==> config.mk <==
export PLATFORM = sky130hd
export DESIGN_NAME = pipe_ctrl
export DESIGN_NICKNAME = d
export VERILOG_FILES = /design/src/rtl/pipe_ctrl_pkg.sv /design/src/rtl/pipe_ctrl_mdu_stall_timer.sv /design/src/rtl/pipe_ctrl.sv
export SDC_FILE = /design/constraint.sdc
export NUM_CORES = 1
export LEC_CHECK = 0
export CAP_MARGIN = 15
export CORE_MARGIN = 1
export CORE_UTILIZATION = 36
export CTS_CLUSTER_SIZE = 14
export DETAILED_ROUTE_END_ITERATION = 16
export GPL_TIMING_DRIVEN = 0
export PLACE_DENSITY = 0.8
export SETUP_SLACK_MARGIN = 0.02
export SKIP_CTS_REPAIR_TIMING = 1
export SYNTH_ARGS = -nofsm -noshare
export SYNTH_HDL_FRONTEND = slang
export SYNTH_HIERARCHICAL = 1
export SYNTH_SLANG_ARGS = --single-unit
==> constraint.sdc <==
create_clock -name clk -period 3 [get_ports clk]
set_clock_uncertainty 0.2 [all_clocks]
set_input_delay 0.6 -clock clk [delete_from_list [all_inputs] [get_ports clk]]
set_output_delay 0.6 -clock clk [all_outputs]
set_load 0.01 [all_outputs]
==> src/rtl/pipe_ctrl_pkg.sv <==
// Shared types and stage indices for the pipeline sequencing controller.
package pipe_ctrl_pkg;

   typedef enum logic [1:0] {
      RUN      = 2'd0,
      MDU_WAIT = 2'd1,
      HALT     = 2'd2
   } pipe_state_t;

   localparam int STAGE_N   = 4;
   localparam int STG_IFID  = 0;
   localparam int STG_IDEX  = 1;
   localparam int STG_EXMEM = 2;
   localparam int STG_MEMWB = 3;

   function automatic logic [STAGE_N-1:0] stg_bit(input int idx);
      stg_bit = {{(STAGE_N-1){1'b0}}, 1'b1} << idx;
   endfunction

endpackage

==> src/rtl/pipe_ctrl_mdu_stall_timer.sv <==
// Loadable down-counter that times the multiply/divide freeze; zero marks the release cycle.
module mdu_stall_timer #(
   parameter int CNT_W = 8
) (
   input  logic             clk,
   input  logic             reset,
   input  logic             load,
   input  logic [CNT_W-1:0] load_val,
   input  logic             hold,
   output logic             zero
);

   logic [CNT_W-1:0] count;

   // Load wins over hold so an accept cycle always arms the timer; the count saturates at zero.
   always_ff @(posedge clk or negedge reset) begin
      if (!reset) begin
         count <= '0;
      end else if (load) begin
         count <= load_val;
      end else if (!hold && (count != '0)) begin
         count <= count - 1'b1;
      end
   end

   assign zero = (count == '0);

endmodule

==> src/rtl/pipe_ctrl.sv <==
// Pipeline sequencing controller: per-stage buffer write enables/clears and PC write enable.
// Define PIPE_PERF_EN to build the stall/flush performance counters; otherwise they read as 0.
module pipe_ctrl
   import pipe_ctrl_pkg::*;
#(
   parameter int MDU_LAT = 32,
   parameter int CNT_W   = 8
) (
   input  logic               clk,
   input  logic               reset,
   input  logic               load_use,
   input  logic               branch_taken,
   input  logic               mem_busy,
   input  logic               mdu_start,
   input  logic               halt_req,
   input  logic               resume,
   output logic               pc_we,
   output logic [STAGE_N-1:0] stage_we,
   output logic [STAGE_N-1:0] stage_clr,
   output logic               halted,
   output logic               mdu_busy,
   output logic [31:0]        stall_cnt,
   output logic [31:0]        flush_cnt
);

   localparam logic [CNT_W-1:0]   MDU_LOAD   = CNT_W'(MDU_LAT - 1);
   localparam logic [STAGE_N-1:0] ALL_MASK   = stg_bit(STG_IFID) | stg_bit(STG_IDEX) |
                                               stg_bit(STG_EXMEM) | stg_bit(STG_MEMWB);
   localparam logic [STAGE_N-1:0] MDU_MASK   = stg_bit(STG_MEMWB);
   localparam logic [STAGE_N-1:0] FLUSH_MASK = stg_bit(STG_IFID) | stg_bit(STG_IDEX);

   pipe_state_t state, state_next;
   logic        cnt_zero;
   logic        mdu_accept;
   logic        mdu_freeze;
   logic        halt_freeze;

   assign mdu_accept  = (state == RUN) && mdu_start && !mem_busy;
   assign mdu_freeze  = ((state == MDU_WAIT) && !cnt_zero) || ((state == RUN) && mdu_start);
   assign halt_freeze = (state == HALT) || ((state == RUN) && halt_req);

   mdu_stall_timer #(
      .CNT_W(CNT_W)
   ) u_timer (
      .clk      (clk),
      .reset    (reset),
      .load     (mdu_accept),
      .load_val (MDU_LOAD),
      .hold     (mem_busy),
      .zero     (cnt_zero)
   );

   always_ff @(posedge clk or negedge reset) begin
      if (!reset) begin
         state <= RUN;
      end else begin
         state <= state_next;
      end
   end

   // A mem_busy cycle freezes everything, including the FSM.
   always_comb begin
      state_next = state;
      if (!mem_busy) begin
         unique case (state)
            RUN: begin
               if (mdu_start) begin
                  state_next = MDU_WAIT;
               end else if (halt_req) begin
                  state_next = HALT;
               end
            end
            MDU_WAIT: begin
               if (cnt_zero) begin
                  state_next = RUN;
               end
            end
            HALT: begin
               if (resume) begin
                  state_next = RUN;
               end
            end
            default: state_next = RUN;
         endcase
      end
   end

   // The MDU release cycle falls through to the normal branch/load-use rules.
   always_comb begin
      pc_we     = 1'b0;
      stage_we  = '0;
      stage_clr = '0;
      halted    = 1'b0;
      mdu_busy  = 1'b0;
      if (!reset) begin
         stage_we  = ALL_MASK;
         stage_clr = ALL_MASK;
      end else begin
         halted   = (state == HALT);
         mdu_busy = (state == MDU_WAIT) || mdu_accept;
         if (mem_busy) begin
            pc_we = 1'b0;
         end else if (mdu_freeze) begin
            stage_we  = MDU_MASK;
            stage_clr = MDU_MASK;
         end else if (halt_freeze) begin
            pc_we = 1'b0;
         end else if (branch_taken) begin
            pc_we     = 1'b1;
            stage_we  = ALL_MASK;
            stage_clr = FLUSH_MASK;
         end else if (load_use) begin
            stage_we  = ALL_MASK & ~stg_bit(STG_IFID);
            stage_clr = stg_bit(STG_IDEX);
         end else begin
            pc_we    = 1'b1;
            stage_we = ALL_MASK;
         end
      end
   end

`ifdef PIPE_PERF_EN
   logic [31:0] stall_q;
   logic [31:0] flush_q;

   // Halt cycles are deliberately idle time, not stalls.
   always_ff @(posedge clk or negedge reset) begin
      if (!reset) begin
         stall_q <= '0;
         flush_q <= '0;
      end else begin
         if (!pc_we && (state != HALT)) begin
            stall_q <= stall_q + 32'd1;
         end
         if (stage_clr[STG_IFID]) begin
            flush_q <= flush_q + 32'd1;
         end
      end
   end

   assign stall_cnt = stall_q;
   assign flush_cnt = flush_q;
`else
   assign stall_cnt = '0;
   assign flush_cnt = '0;
`endif

endmodule

Figure 1. Cell area per tile.
The die is cut into 6 by 6 equal tiles; white is low, dark blue is high, 0 to 100% covered.
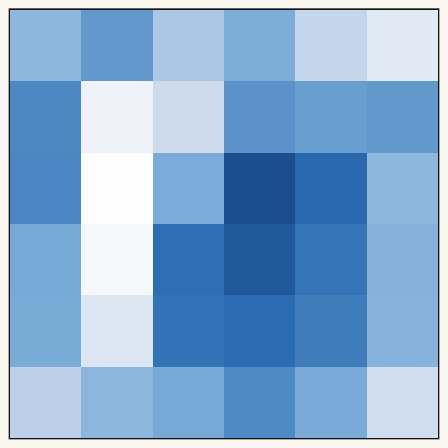
14% of the tiles are over 75% full. The mean over all tiles is 48%. 2.8% of the tiles are nearly empty. The fullest tile reaches 88%. The densest ninth of the die: middle. The emptiest ninth of the die: left middle.
initial core utilization: 0.3765
Core Footprint: 3363 um^2

Figure 2. I/O pins on the die edge.
Scale bar: 20 um. Pins as bars across the die edge, other pins in grey.
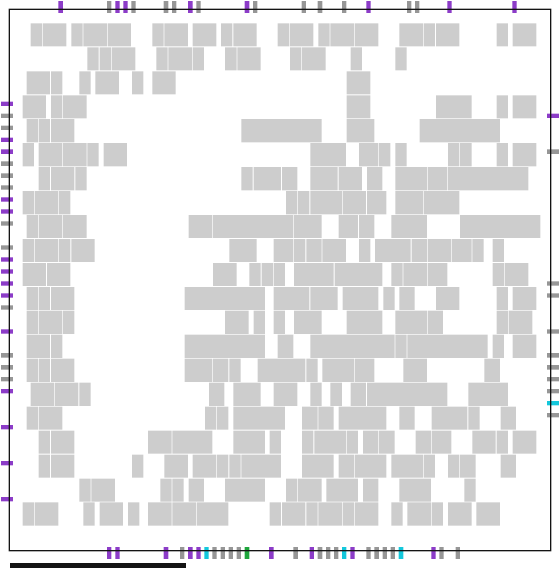
mem_busy: shown in green, pins 1, direction input, edge bottom. stall_cnt: shown in purple, pins 32, direction output, edge 14 left, 9 bottom, 8 top, 1 right. stage_clr: shown in cyan, pins 4, direction output, edge 3 bottom, 1 right.
All pins by edge: 28 bottom, 25 left, 19 top, 11 right.
height of the chip: 61.31 um
number of buffers inserted by port buffering: 18
die outline width: 61.31 um

==> summary.log <==
INFO  synth          async_reset_ff_frac=1.000
INFO  drt            dr.first_iter.drc_count=51
INFO  setup_path     worst_path_most_repeated_cell=buf_6
INFO  synth          synth_simple_gate_area_share=0.1621
INFO  setup_path     critical_path.reg2reg.endpoint=u_timer/count[1]$_DFFE_PN0P_
INFO  global_route   first_pass_grt_wire_length=3367um
INFO  power          power_clock=0.0901mW
INFO  global_route   grt_pass1_vias=789
INFO  power          powerDensity=485.1nW/um^2
INFO  power          ir_worst_vdd=0.1552mV
INFO  final_timing   hold_viol_final=0
INFO  power          pwr.group.sequential=0.268mW
INFO  synth          synthCells=160
INFO  global_route   grt_max_degree=17
INFO  setup_path     critical_path_endpoint_category=primary output
INFO  status         outcome=finished, final reports clean
INFO  synth          synth-xor-area-share=0
INFO  setup_path     critical_path.max_stage_delay=510ps
INFO  synth          common_cells=65 x buf_4, 12 x nor2_1, 10 x dfrtp_1
INFO  drt            routed_via_density=3.703
INFO  finish         area_growth=47.23%
INFO  hold_path      timing.hold.worst.class=in -> async
INFO  die            design.die.area=3758um^2
INFO  power          netSwitchingPower=0.3783mW
INFO  placement      detailed_place.area=1767um^2
INFO  setup_path     r2r_start=state[1]$_DFFE_PN0P_
INFO  power          switching_share=0.4183
INFO  power          fin_total_pwr=0.9043mW
INFO  setup_path     r2r_setup_slack=810ps
INFO  clock_tree     cts_buffer_depth=2
INFO  global_route   grt_usage=0.1188
INFO  setup_path     worst_path_fanout_max=6
INFO  synth          yosys_cells=160
INFO  setup_path     startpoint_type=flop
INFO  drt            route.detailed.drc=0
INFO  global_route   global_route_met3_usage=0.03151
INFO  power          top_power_group=combinational logic
INFO  setup_path     worst-r2r-cell-count=6
INFO  clock_tree     clk_transition_reported_paths=60ps
INFO  synth          synth_chip_area=1266um^2
INFO  final_timing   slew_viol_final=0
INFO  final_timing   final_period_minus_worst_setup_slack=2954ps
INFO  synth          synth-edff-count=0
INFO  synth          synth.avg_cell_area=7.914um^2
INFO  final_timing   setup_ws=46.16ps
INFO  flow_run       log.warning_count=28
INFO  synth          synth_cell_types=42
INFO  clock_tree     clock.latency.late_pin=260ps
INFO  flow_run       max_cap_violations=0
INFO  drt            antenna_left=0
INFO  drt            routed_wire_length_per_instance=8.300um
INFO  finish         post-route-cell-area=1864um^2
INFO  placement      placed_cells=294
INFO  synth          ys.flops=10
==> placed cells by master, fill, tap and decap left out, types with 4 or more instances in the layout <==
cell type        synthesis  routed
conb_1                   2      72
buf_4                   65      70
nor2_1                  12      11
dfrtp_1                 10       9
clkdlybuf4s50_1          0       7
inv_1                    8       6
buf_2                    2       5
o21ai_0                  6       5
buf_6                    2       4
o21ai_1                  3       4
nor3_1                   4       4
dlymetal6s2s_1           0       4
==> metrics by stage <==
step,setup TNS (ps),util
3_3_place_gp,-2982,0.5253
3_5_place_dp,-3106,0.5253
2_1_floorplan,0,-
5_1_grt,-162.1,0.5543
6_report,0,0.5543
4_1_cts,-5500,0.5320
==> sequential cells by signal, summed over array words and instances, names as in the netlist <==
signal         flops
u_timer/count      8
state              2
==> final cells by class <==
type                    count  area, um^2
fillers                   331        1499
multi-input cells         141       764.5
flip-flops and latches     10       251.5
repair buffers             24       203.9
plain buffers              71       534.3
inverters                   8       30.03
clock buffers               3       22.52
well taps                  46       57.56
==> critical path, delay by kind of cell (launching register included) <==
kind                   cells  cell delay (ps)
and+or+nand+nor            3              750
DFF                        1              370
buffers and inverters      4              540
AOI/OAI and AO/OA          2              230
==> how the worst max path moves through the flow <==
stage,from,to,slack [ps]
2_1_floorplan,u_timer/count[2]$_DFFE_PN0P_,stage_we[2],300
3_3_place_gp,mdu_start,stage_we[2],-360
3_5_place_dp,u_timer/count[0]$_DFFE_PN0P_,stage_we[2],-370
4_1_cts,u_timer/count[0]$_DFFE_PN0P_,stage_we[2],-690
5_1_grt,u_timer/count[2]$_DFFE_PN0P_,stage_we[3],-50
6_report,u_timer/count[2]$_DFFE_PN0P_,stage_we[3],50
==> routing by layer <==
metal  part of all wire  routed length [um]
met3              0.072                 182
met2               0.49                1230
met4             0.0099                  25
met5                  0                   0
met1               0.43                1077
Power is estimated from default activity; no workload was simulated.
